layer_met1.png
Cells faint in the background.
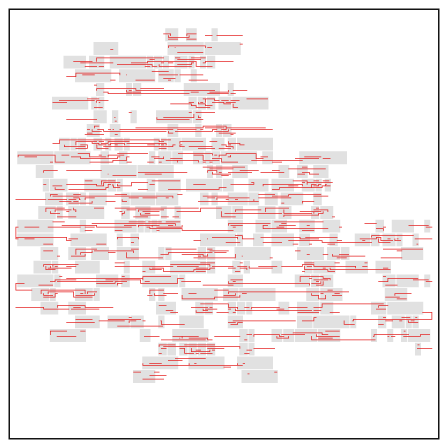
flops_by_reg.png
The bar under the picture is 20 um long. Other sequential cells in the stronger gray, the rest of the logic in the fainter gray.
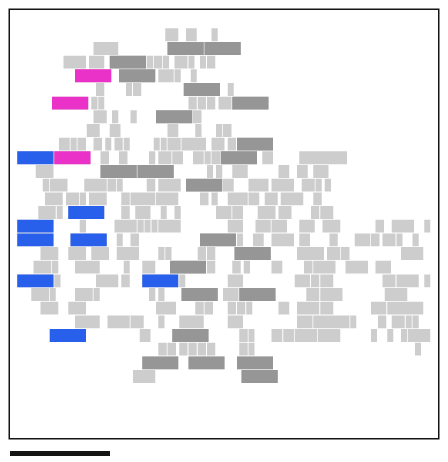
layer_met3.png
Cells faint in the background.
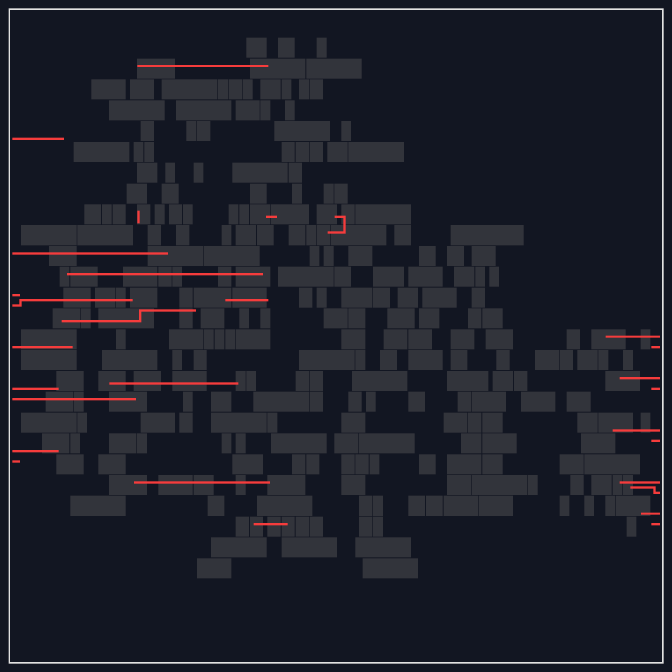
## src/rtl/ternary_neuron_accum_if.sv

```systemverilog
// Beat-in / result-out handshake bundle for the ternary neuron accumulator.
// The slave side is the accumulator; the master side is its upstream/downstream environment.
interface ternary_neuron_accum_if #(
  parameter int PC_W  = 5,
  parameter int ACC_W = 8
);
  logic                    in_valid;
  logic                    in_ready;
  logic [PC_W-1:0]         pc_pos;
  logic [PC_W-1:0]         pc_neg;
  logic signed [ACC_W-1:0] thr;
  logic                    out_valid;
  logic                    out_ready;
  logic                    out_act;
  logic signed [ACC_W-1:0] out_sum;
  logic                    out_sat;

  modport slave (
    input  in_valid, pc_pos, pc_neg, thr, out_ready,
    output in_ready, out_valid, out_act, out_sum, out_sat
  );

  modport master (
    output in_valid, pc_pos, pc_neg, thr, out_ready,
    input  in_ready, out_valid, out_act, out_sum, out_sat
  );
endinterface

```

## src/rtl/ternary_neuron_accum.sv

```systemverilog
// Ternary neuron back end: saturating accumulation of (pc_pos - pc_neg) over a
// CHUNKS-beat frame, thresholded into a 1-bit activation held until consumed.
module ternary_neuron_accum #(
  parameter int PC_W   = 5,
  parameter int CHUNKS = 5,
  parameter int ACC_W  = 8
) (
  input logic                   clk,
  input logic                   rst_n,
  ternary_neuron_accum_if.slave bus
);
  localparam int CNT_W = (CHUNKS > 1) ? $clog2(CHUNKS) : 1;
  localparam logic [CNT_W-1:0]      LAST    = CNT_W'(CHUNKS - 1);
  localparam logic signed [ACC_W:0] WIDE_MAX = {2'b00, {(ACC_W-1){1'b1}}};
  localparam logic signed [ACC_W:0] WIDE_MIN = {2'b11, {(ACC_W-1){1'b0}}};
  localparam logic [ACC_W-1:0]      SAT_MAX  = {1'b0, {(ACC_W-1){1'b1}}};
  localparam logic [ACC_W-1:0]      SAT_MIN  = {1'b1, {(ACC_W-1){1'b0}}};

  typedef enum logic {ACCUM, HOLD} state_t;

  state_t                  state_q;
  logic [CNT_W-1:0]        cnt_q;
  logic signed [ACC_W-1:0] acc_q, thr_q, sum_q;
  logic                    sat_q, in_ready_q, out_valid_q, act_q, osat_q;

  logic                    first, accept, ovf_hi, ovf_lo, sticky_d, act_d;
  logic signed [PC_W:0]    diff;
  logic signed [ACC_W:0]   diff_x, base, nxt;
  logic signed [ACC_W-1:0] sat_d, thr_d;

  // One extra accumulator bit is enough: |diff| < 2^PC_W <= 2^(ACC_W-1).
  always_comb begin
    first    = (cnt_q == '0);
    accept   = bus.in_valid & in_ready_q;
    diff     = $signed({1'b0, bus.pc_pos}) - $signed({1'b0, bus.pc_neg});
    diff_x   = {{(ACC_W-PC_W){diff[PC_W]}}, diff};
    base     = first ? '0 : {acc_q[ACC_W-1], acc_q};
    nxt      = base + diff_x;
    ovf_hi   = (nxt > WIDE_MAX);
    ovf_lo   = (nxt < WIDE_MIN);
    sat_d    = ovf_hi ? SAT_MAX : (ovf_lo ? SAT_MIN : nxt[ACC_W-1:0]);
    // The first beat of a frame supplies its own threshold and a clean sticky flag.
    thr_d    = first ? bus.thr : thr_q;
    sticky_d = (first ? 1'b0 : sat_q) | ovf_hi | ovf_lo;
    act_d    = (sat_d >= thr_d);
  end

  always_ff @(posedge clk) begin
    if (!rst_n) begin
      state_q     <= ACCUM;
      cnt_q       <= '0;
      acc_q       <= '0;
      thr_q       <= '0;
      sat_q       <= 1'b0;
      in_ready_q  <= 1'b1;
      out_valid_q <= 1'b0;
      act_q       <= 1'b0;
      sum_q       <= '0;
      osat_q      <= 1'b0;
    end else begin
      case (state_q)
        ACCUM: if (accept) begin
          thr_q <= thr_d;
          if (cnt_q == LAST) begin
            sum_q       <= sat_d;
            act_q       <= act_d;
            osat_q      <= sticky_d;
            cnt_q       <= '0;
            state_q     <= HOLD;
            in_ready_q  <= 1'b0;
            out_valid_q <= 1'b1;
          end else begin
            acc_q <= sat_d;
            sat_q <= sticky_d;
            cnt_q <= cnt_q + CNT_W'(1);
          end
        end
        HOLD: if (bus.out_ready) begin
          state_q     <= ACCUM;
          in_ready_q  <= 1'b1;
          out_valid_q <= 1'b0;
          acc_q       <= '0;
          sat_q       <= 1'b0;
        end
        default: state_q <= ACCUM;
      endcase
    end
  end

  assign bus.in_ready  = in_ready_q;
  assign bus.out_valid = out_valid_q;
  assign bus.out_act   = act_q;
  assign bus.out_sum   = sum_q;
  assign bus.out_sat   = osat_q;
endmodule

```

## src/flat_wrapper.sv

```systemverilog
// flat-port wrapper written by rule: the top's interface ports become plain ports
module ternary_neuron_accum_flat 
#(
  parameter int PC_W   = 5,
  parameter int CHUNKS = 5,
  parameter int ACC_W  = 8
)
  (clk, rst_n, bus_in_valid, bus_pc_pos, bus_pc_neg, bus_thr, bus_out_ready, bus_in_ready, bus_out_valid, bus_out_act, bus_out_sum, bus_out_sat);
  ternary_neuron_accum_if #(.PC_W(PC_W), .ACC_W(ACC_W)) bus_i ();
  input logic clk;
  input logic rst_n;
  input wire logic [$bits(bus_i.in_valid)-1:0] bus_in_valid;
  input wire logic [$bits(bus_i.pc_pos)-1:0] bus_pc_pos;
  input wire logic [$bits(bus_i.pc_neg)-1:0] bus_pc_neg;
  input wire logic [$bits(bus_i.thr)-1:0] bus_thr;
  input wire logic [$bits(bus_i.out_ready)-1:0] bus_out_ready;
  output wire logic [$bits(bus_i.in_ready)-1:0] bus_in_ready;
  output wire logic [$bits(bus_i.out_valid)-1:0] bus_out_valid;
  output wire logic [$bits(bus_i.out_act)-1:0] bus_out_act;
  output wire logic [$bits(bus_i.out_sum)-1:0] bus_out_sum;
  output wire logic [$bits(bus_i.out_sat)-1:0] bus_out_sat;
  assign bus_i.in_valid = bus_in_valid;
  assign bus_i.pc_pos = bus_pc_pos;
  assign bus_i.pc_neg = bus_pc_neg;
  assign bus_i.thr = bus_thr;
  assign bus_i.out_ready = bus_out_ready;
  assign bus_in_ready = bus_i.in_ready;
  assign bus_out_valid = bus_i.out_valid;
  assign bus_out_act = bus_i.out_act;
  assign bus_out_sum = bus_i.out_sum;
  assign bus_out_sat = bus_i.out_sat;
  ternary_neuron_accum #(.PC_W(PC_W), .CHUNKS(CHUNKS), .ACC_W(ACC_W)) u_core (.clk(clk), .rst_n(rst_n), .bus(bus_i));
endmodule
```

## config.mk

```make
export PLATFORM = sky130hd
export DESIGN_NAME = ternary_neuron_accum_flat
export DESIGN_NICKNAME = d
export VERILOG_FILES = /design/src/rtl/ternary_neuron_accum_if.sv /design/src/rtl/ternary_neuron_accum.sv /design/src/flat_wrapper.sv
export SDC_FILE = /design/constraint.sdc
export NUM_CORES = 1
export LEC_CHECK = 0
export CAP_MARGIN = 10
export CORE_UTILIZATION = 31
export CTS_BUF_LIST = sky130_fd_sc_hd__clkbuf_2 sky130_fd_sc_hd__clkbuf_4 sky130_fd_sc_hd__clkbuf_8
export DETAILED_ROUTE_END_ITERATION = 7
export DONT_BUFFER_PORTS = 1
export GPL_TIMING_DRIVEN = 0
export SLEW_MARGIN = 25
export SYNTH_ARGS = -nofsm -noshare
export SYNTH_HDL_FRONTEND = slang
export SYNTH_SLANG_ARGS = --single-unit
```

## constraint.sdc

```tcl
create_clock -name clk -period 5.3 [get_ports clk]
set_input_delay 1.06 -clock clk [delete_from_list [all_inputs] [get_ports clk]]
set_output_delay 1.06 -clock clk [all_outputs]
set_load 0.03 [all_outputs]
```

==> impl_metrics.yaml <==
# implementation run metrics
power:
  total_power_uw: 819
  power_frac_seq_pct: 34.3
  p_sw_uw: 297
  clkPwrFrac_pct: 23.9
  p_comb_share_pct: 41.8
detailed_routing:
  route.met2.wl_mm: 2.21
  ant_nets: 0
  met1Wirelength_mm: 2.12
  routed.top_layer: "met4"
cells_and_area:
  final_area_mm2: 0.00233
  area_growth_pct: 8.69
  comb_share_pct: 58.7
  inv_count: 22
  nonClockBufferCount: 8
  flop_area_um2: 661
  fin_util_pct: 35.9
  seq_area_share_pct: 28.3
die:
  dieArea_mm2: 0.00725
  boundaryPins: 34
  dieWidth_um: 85.2
global_routing:
  grt_max_degree: 11
  overflow: 0
  grt-busiest-layer: "met2"
  antenna_found_initial: 0
final_timing:
  finalSetupViolCount: 0
placed_design:
  post-dp-hpwl_mm: 3.69
status:
  outcome: "completed"
setup_path:
  ff2ff_path_depth: 21
  worstReg2RegEnd: "u_core.bus.out_act$_SDFFE_PN0P_"
  worst-setup-path-type: "in -> reg"
  path_max_fanout: 6
  startpoint: "bus_pc_neg[1]"
  cpMaxStageDelayCell: "a221oi_2"
logic_synthesis:
  yosys_area_mm2: 0.00214
  ys.flops: 33
  synth.cell_area_mm2: 0.00214
clocking:
  clockBufferDepth: 2
  cts_tree: "yes"
job:
  drv_cap: 0
  warning_count: 27
Notes on layer_met1.png above:
share of all routed wire: 46%
main direction: horizontal
longest straight run: 23.9 um
wire length on this layer: 2120 um
nets with wire on the layer: 283

Notes on flops_by_reg.png above:
legend:
  `u_core.cnt_q`:
    color: magenta
    flops: 3
  `u_core.thr_q`:
    color: blue
    flops: 8
    where: west
not colored: 22

Notes on layer_met3.png above:
nets with wire on the layer: 25
main direction: horizontal
share of all routed wire: 4.8%

No activity file was given, so power comes from the tool's default toggle rates.
